==> config.mk <==
export PLATFORM = sky130hd
export DESIGN_NAME = payment_to_time
export DESIGN_NICKNAME = d
export VERILOG_FILES = /design/src/rtl/payment_to_time.sv
export SDC_FILE = /design/constraint.sdc
export NUM_CORES = 1
export LEC_CHECK = 0
export ABC_CLOCK_PERIOD_IN_PS = 4600
export CELL_PAD_IN_SITES_DETAIL_PLACEMENT = 1
export CELL_PAD_IN_SITES_GLOBAL_PLACEMENT = 1
export CORE_MARGIN = 1
export CORE_UTILIZATION = 33
export DETAILED_ROUTE_END_ITERATION = 8
export MAX_ROUTING_LAYER = met4
export PLACE_DENSITY = 0.68
export SETUP_SLACK_MARGIN = 0.05
export SKIP_LAST_GASP = 1
export SLEW_MARGIN = 25
export SYNTH_ARGS = -nofsm -noshare
export SYNTH_HDL_FRONTEND = slang
export SYNTH_SLANG_ARGS = --single-unit
==> constraint.sdc <==
create_clock -name clk -period 4.6 [get_ports clk]
set_clock_uncertainty 0.05 [all_clocks]
set_input_delay 0.46 -clock clk [delete_from_list [all_inputs] [get_ports clk]]
set_output_delay 0.46 -clock clk [all_outputs]
set_load 0.02 [all_outputs]
==> src/rtl/payment_to_time.sv <==
// Payment to parking time: coin credit accumulator plus a bit-serial
// restoring divider that turns credit into purchased seconds.
module payment_to_time #(
    parameter int MAX_CREDIT = 9999,
    parameter int DIV_BITS   = 21,
    parameter int MAX_SEC    = 4095
) (
    input  logic        clk,
    input  logic        rst_n,
    input  logic [7:0]  sw,
    input  logic        coin_valid,
    input  logic [7:0]  coin_cents,
    output logic        coin_ready,
    input  logic        start,
    input  logic        clear,
    output logic        busy,
    output logic        done,
    output logic [11:0] sec_count,
    output logic [13:0] credit_cents,
    output logic        err,
    output logic        sat
);
    typedef enum logic [1:0] {IDLE, DIV, SCALE} state_t;
    localparam int CW = $clog2(DIV_BITS);

    state_t              state, state_nx;
    logic [CW-1:0]       cnt;
    logic [DIV_BITS-1:0] dvd;
    logic [7:0]          dsr;
    logic [7:0]          rem;
    logic                err_pend;
    logic                load, step, finish;

    logic [8:0]  rem_sh, rem_diff;
    logic        ge;
    logic [14:0] credit_sum;
    logic [19:0] secs;

    function automatic logic [7:0] rate_of(input logic [7:0] s);
        logic [4:0] hr;
        hr = s[4:0];
        if (s[7:5] == 3'd0) begin
            if (hr < 5'd8)       return 8'd145;
            else if (hr < 5'd13) return 8'd167;
            else if (hr < 5'd18) return 8'd189;
            else                 return 8'd145;
        end else begin
            if (hr < 5'd8)       return 8'd134;
            else if (hr < 5'd13) return 8'd156;
            else if (hr < 5'd18) return 8'd178;
            else                 return 8'd156;
        end
    endfunction

    always_ff @(posedge clk) begin
        if (!rst_n) state <= IDLE;
        else        state <= state_nx;
    end

    always_comb begin
        state_nx = state;
        load     = 1'b0;
        step     = 1'b0;
        finish   = 1'b0;
        unique case (state)
            IDLE: begin
                if (start && !clear) begin
                    state_nx = DIV;
                    load     = 1'b1;
                end
            end
            DIV: begin
                if (clear) begin
                    state_nx = IDLE;
                end else begin
                    step = 1'b1;
                    if (cnt == '0) state_nx = SCALE;
                end
            end
            SCALE: begin
                state_nx = IDLE;
                finish   = !clear;
            end
            default: state_nx = IDLE;
        endcase
    end

    assign busy       = (state != IDLE);
    assign coin_ready = (state == IDLE) && !start && !clear;

    // One restoring step: shift in the next dividend bit, subtract if it fits.
    assign rem_sh     = {rem, dvd[DIV_BITS-1]};
    assign rem_diff   = rem_sh - {1'b0, dsr};
    assign ge         = (rem_sh >= {1'b0, dsr});
    assign credit_sum = {1'b0, credit_cents} + 15'(coin_cents);
    assign secs       = 20'(dvd[13:0]) * 20'd60;

    always_ff @(posedge clk) begin
        if (!rst_n) begin
            credit_cents <= '0;
            dvd          <= '0;
            dsr          <= '0;
            rem          <= '0;
            cnt          <= '0;
            err_pend     <= 1'b0;
            sec_count    <= '0;
            err          <= 1'b0;
            sat          <= 1'b0;
            done         <= 1'b0;
        end else begin
            done <= finish;
            if (clear) begin
                credit_cents <= '0;
            end else if (coin_ready && coin_valid) begin
                if (credit_sum > 15'(MAX_CREDIT))
                    credit_cents <= 14'(MAX_CREDIT);
                else
                    credit_cents <= credit_sum[13:0];
            end
            if (load) begin
                dvd      <= DIV_BITS'(credit_cents) * DIV_BITS'(100);
                dsr      <= rate_of(sw);
                rem      <= '0;
                cnt      <= CW'(DIV_BITS - 1);
                err_pend <= (sw[4:0] >= 5'd24);
            end
            // Quotient bits shift into the dividend register as it empties.
            if (step) begin
                rem <= ge ? rem_diff[7:0] : rem_sh[7:0];
                dvd <= {dvd[DIV_BITS-2:0], ge};
                cnt <= cnt - 1'b1;
            end
            if (finish) begin
                err <= err_pend;
                if (err_pend) begin
                    sec_count <= '0;
                    sat       <= 1'b0;
                end else if (secs > 20'(MAX_SEC)) begin
                    sec_count <= 12'(MAX_SEC);
                    sat       <= 1'b1;
                end else begin
                    sec_count <= secs[11:0];
                    sat       <= 1'b0;
                end
            end
        end
    end
endmodule

==> flow_summary.yaml, run 1 <==
# yosys + openroad results
status:
  status: "complete, no violations"
power:
  p_per_area_nw_per_um2: 221
  total_power_uw: 1700
  leakagePower_uw: 0.00341
  pwr-share-seq_pct: 38.0
  power_switching_uw: 524
  p_sw_share_pct: 30.8
  intPower_uw: 1170
  maxPowerGroup: "clock"
  peakVddDrop_mv: 0.125
  comb-power_uw: 374
  pwr-share-comb_pct: 22.0
grt:
  grt_pass1_wl_mm: 29.3
  antenna_found_initial: 0
  grtUsageMet3_pct: 2.00
  overflow: 0
  use_met2_pct: 30.4
  grt_start_max_net_pins: 46
  met1_usage_pct: 23.3
  grt_pass1_vias: 6041
  grt_busiest_layer: "met2"
detailed_routing:
  num_vias: 5867
  wl_per_cell_um: 15.6
  drtIter0Drc: 221
  highest_layer: "met4"
  first_pass_iters: 6
  route.met2.wl_mm: 8.12
  met3WireLength_um: 384
  postRouteAntennaNets: 0
  drc_errors: 0
  post_drt_via_cell_ratio: 5.31
  wl_met1_mm: 8.56
sta:
  rsz0062_at_grt: "false"
  relSlewSlack_pct: 37.6
  setup_slack_ps: 291
  min_period_over_period_pct: 93.7
  fin_hold_ws_ps: 411
  setup_viol: 0
  fmax_mhz: 232
  setup_tns_ps: 0
  finalHoldViolCount: 0
  slew_violations: 0
  tightestPinTransition_ps: 932
  post-route-min-period_ps: 4310
final_layout:
  clock_area_share_pct: 3.61
  inverters_excl_clock: 102
  fillCellCount: 2383
  combGateArea_um2: 4710
  largest-register: "dvd"
  clkbuf_count: 13
  nonClkBufAreaFrac_pct: 7.41
  num-nets-final: 975
  reg_top3: "dvd (21), credit_cents (14), sec_count (11)"
  largest_reg_flops: 21
  signal_buffers: 59
  antennaDiodeCount: 0
  logic_gates: 591
  fin_cells: 1104
  layout.cells.most_common: "inv_1"
  ff_count: 71
  drive_above_1_share_pct: 4.89
  final_cell_mix: "101 x inv_1, 84 x ha_1, 71 x dfxtp_1, 57 x nor2_1, 51 x clkdlybuf4s50_1"
  largest_class: "logic gates"
  fin_area_um2: 7700
  syn_to_final_growth_pct: 16.2
  comb_share_pct: 61.2
  seq_share_pct: 18.5
setup_path:
  critical_path.cell_chain: "inv_1, fa_1, fa_1, inv_1, ha_1, nor2b_4, o2111a_1, o41ai_2, a211oi_1, a2111o_1, a2111oi_2, a31oi_2, a221o_1"
  worstPathRequired_ps: 4790
  cp-start-kind: "register"
  rr_worst_depth: 13
  reg2reg_to: "sec_count[9]"
  crit_start: "dvd[2]"
  setup.worst_path.end_class: "register"
  worst-path-buf-inv: 2
  critPathArrivalTime_ps: 4490
  cp-endpoint: "sec_count[9]"
  regToRegSetupSlack_ps: 290
  slowest_delay_ps: 520
  path_depth: 13
  path_class: "register to register"
  crit_path_max_fanout: 11
  r2r-start: "dvd[2]"
  slowest_stage: "fa_1"
  critPathTopFamily: "AND-OR/OR-AND gates"
synthesis:
  ys_sh_adder_pct: 26.7
  ys_sh_mux_pct: 1.28
  netlist_instances: 797
  yosys_area_um2: 6630
  top_cells_by_count: "101 x inv_1, 84 x ha_1, 71 x dfxtp_1, 57 x nor2_1, 49 x o21ai_0"
  synth_cell_types: 67
  yosys.area.top_type: "dfxtp_1"
  ff_type: "dfxtp_1"
  synth.area.top_cells: "dfxtp_1 21%, ha_1 16%, fa_1 11%"
  ys_warn_count: 0
  avgSynthCellArea_um2: 8.32
  logic_family: "adder cells"
  yosys.area_share.simple_pct: 16.4
  synth-async-reset-ratio_pct: 0
  ys_seq_share_pct: 21.4
  edf_count: 0
  xor_share_pct: 3.44
  ys_sh_aoi_pct: 22.9
  ys_cells: 797
  top_area_share_pct: 21.4
  fp_nets: 938
  syn_area_um2: 6630
  ys_ff: 71
  yosys.cell_count.top_type: "inv_1"
clocking:
  cts_tree: "yes"
  cts_hold_buf: 0
  clock-sinks: 71
  clk_pin_slew_ps: 60
  clk_path_buf_depth: 2
  root_buffer: "clkbuf_16"
  postCtsSetupRepairBufs: 0
  cts_max_level: 3
  cts_made_buffers: 9
  ctsResizeCount: 0
place:
  place_congestion: 0.848
  post-place-ws_ps: 158
  place_area_um2: 7410
  place_hpwl_mm: 13.2
  placed_cells: 1088
flow_run:
  tool_warnings: 32
  cap_violations: 0
floorplanning:
  die-area_um2: 20700
  core_um2: 19600
  io_pins: 52
  rows: 51
  taps: 265
  fp-utilization_pct: 33.8
min_path:
  hold_path_class: "register to register"
  hold_start: "dsr[7]"
  hold_depth: 2
  min_to: "dsr[7]"
Fig. 1: run 1, sequential cells grouped by signal name
Other sequential cells in the stronger gray, the rest of the logic in the fainter gray.
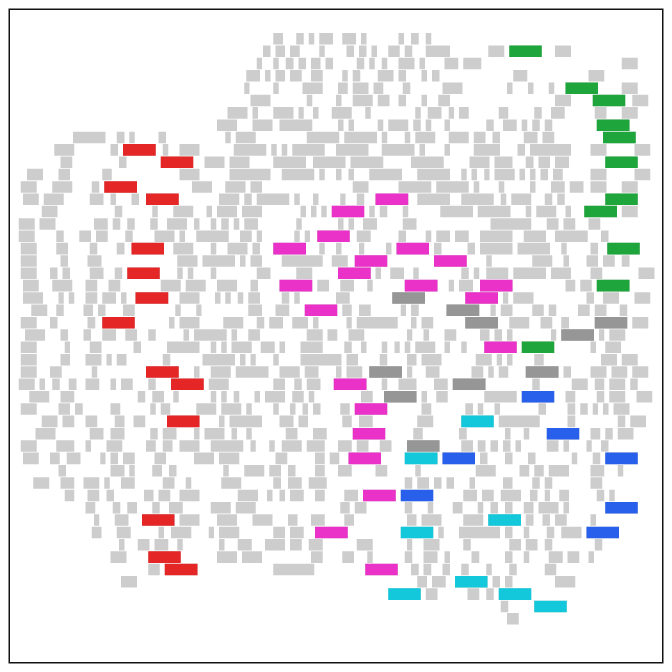
- cyan: rem (placed flops 8)
- blue: dsr (placed flops 7)
- red: credit_cents (placed flops 14)
- green: sec_count (placed flops 11; where top right)
- magenta: dvd (placed flops 21)
Seq power: 645 uW
FF+latch area: 1420 um2
Layout Utilization: 39.3%

Fig. 2: run 1, signal wires by layer
The bar under the picture is 50 um long.
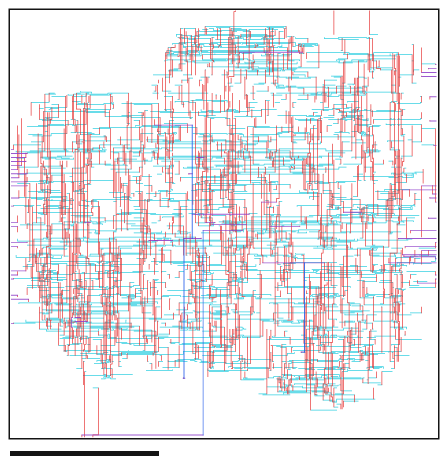
- cyan: metal 1 (wire length 8570 um)
- purple: metal 3 (wire length 385 um)
- red: metal 2 (wire length 8120 um)
- blue: metal 4 (wire length 184 um)
routed wire length: 17.3 mm
gr usage total: 18.3%

Fig. 3: run 1, routed clock nets over the placement
The bar under the picture is 50 um long.
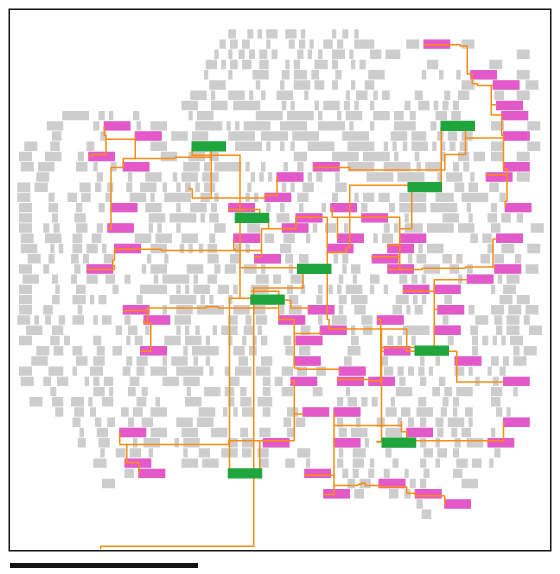
- green: clock drivers (count 9)
- orange: clock wires (length 1320 um)
- magenta: flip-flops (count 71)
- routed clock nets: 10
clock power share: 40.0%
clock network power: 679 uW
worst-skew pair later-pin latency: 350 ps

Fig. 4: run 1, I/O pins on the die edge
Pins as bars across the die edge, other pins in gray.
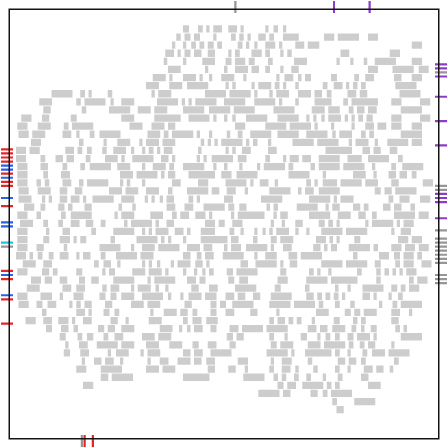
- cyan: coin_ready (pins 1; direction output; edge left)
- purple: sec_count (pins 12; direction output; edge 10 right, 2 top)
- blue: coin_cents (pins 8; direction input; edge left)
- red: credit_cents (pins 14; direction output; edge 12 left, 2 bottom)
- all pins by edge: 24 right, 22 left, 3 bottom, 3 top
count of input and output buffers: 51
Die Wd: 144 um
Chip Height: 144 um

Fig. 5: run 1, congestion heat map
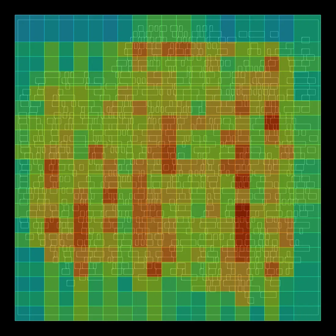

==> run 2, diff against run 1 <==
Settings changed: CAP_MARGIN set to 5, CORE_ASPECT_RATIO set to 2.
Fig. 6: run 2, congestion heat map
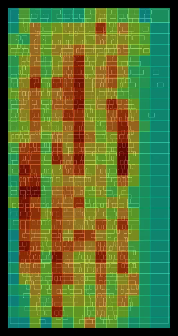
GRT met2 Usage: 39.5%
Layout Utilization: 39.1%
DR WL/cell: 17.7 um
gr usage total: 20.8%

==> run 2 against run 1 <==
  * Core utilization decreased by 0.21 points
  * Non-clock buffer count increased by 5
  * Combinational power increased by 5%
  * Hold slack got worse by 6.8 ps
  * Synthesized area unchanged
  * Via count increased by 3.2%
  * Register-to-register slack improved by 30 ps
  * Sequential power about the same
  * Final area increased by 0.63%
  * Synthesized cell count unchanged
  * First-iteration DRC count decreased by 22%
  * Global-route usage increased by 2.4 points
  * Largest cell class unchanged
  * Highest routed layer unchanged
==> flow_summary.yaml, run 2 <==
# yosys + openroad results
status:
  status: "complete, no violations"
place:
  port_buffers: 51
  place_area_um2: 7440
  place_congestion: 0.875
  placed_cells: 1090
  post-place-ws_ps: 229
sta:
  min_period_over_period_pct: 93.1
  setup_viol: 0
  post-route-min-period_ps: 4280
  fmax_mhz: 233
  rsz0062_at_grt: "false"
  tightestPinTransition_ps: 777
  relSlewSlack_pct: 47.9
clocking:
  cts_made_buffers: 9
  insertion_delay_ps: 350
  cts_hold_buf: 0
  cts_max_level: 3
  clk_path_buf_depth: 2
  root_buffer: "clkbuf_16"
setup_path:
  slowest_delay_ps: 520
  rr_worst_depth: 13
  slowest_stage: "fa_1"
  worstPathRequired_ps: 4790
  critPathTopFamily: "AND-OR/OR-AND gates"
  crit_start: "dvd[1]"
  regToRegSetupSlack_ps: 320
  cp-start-kind: "register"
  path_class: "register to register"
  worst-path-buf-inv: 2
  cp-endpoint: "sec_count[8]"
power:
  total_power_uw: 1760
  pwr-share-seq_pct: 36.6
  p_sw_share_pct: 31.4
  power_switching_uw: 553
  intPower_uw: 1210
  pwr-share-clk_pct: 41.2
  leakagePower_uw: 0.00343
  maxPowerGroup: "clock"
detailed_routing:
  met3WireLength_um: 340
  num_vias: 6055
  wirelength_mm: 19.5
  route.met2.wl_mm: 11.3
  postRouteAntennaNets: 0
  highest_layer: "met4"
  first_pass_iters: 4
  post_drt_via_cell_ratio: 5.47
final_layout:
  largest-register: "dvd"
  logic_gates: 591
  combGateArea_um2: 4710
  num-nets-final: 980
  drive_above_1_share_pct: 5.57
  signal_buffers: 64
  largest_reg_flops: 21
  layout.cells.most_common: "inv_1"
  clkbuf_count: 9
  regArea_um2: 1420
  nonClkBufAreaFrac_pct: 7.85
  final_cell_mix: "101 x inv_1, 84 x ha_1, 71 x dfxtp_1, 57 x nor2_1, 51 x clkdlybuf4s50_1"
  largest_class: "logic gates"
  antennaDiodeCount: 0
grt:
  overflow: 0
  grt_pass1_wl_mm: 31.9
  grtUsageMet3_pct: 1.97
  met1_usage_pct: 18.4
  grt_start_max_net_pins: 47
floorplanning:
  core_um2: 19800
  fp-utilization_pct: 33.4
synthesis:
  avgSynthCellArea_um2: 8.32
  synth-async-reset-ratio_pct: 0
  ys_ff: 71
  yosys.area_share.simple_pct: 16.4
  xor_share_pct: 3.44
  synth_cell_types: 67
  syn_area_um2: 6630
  synth.area.top_cells: "dfxtp_1 21%, ha_1 16%, fa_1 11%"
  yosys_area_um2: 6630
flow_run:
  cap_violations: 0
min_path:
  hold_depth: 2
Fig. 7: run 2, sequential cells grouped by signal name
Other sequential cells in the stronger gray, the rest of the logic in the fainter gray.
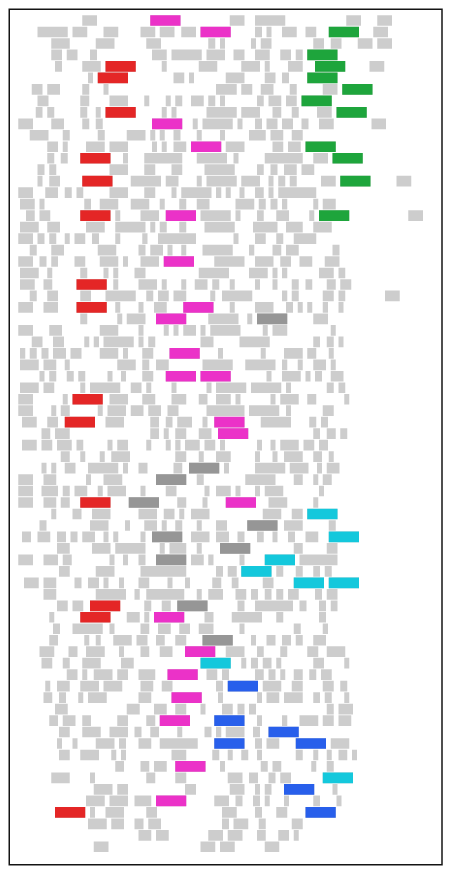
- blue: dsr (placed flops 7)
- green: sec_count (placed flops 11; where top right)
- magenta: dvd (placed flops 21)
- cyan: rem (placed flops 8)
- red: credit_cents (placed flops 14)
- not colored: 10
Seq power: 644 uW
Seq area share: 18.3%

Power figures rest on the tool's default switching activity, not on a simulated workload.
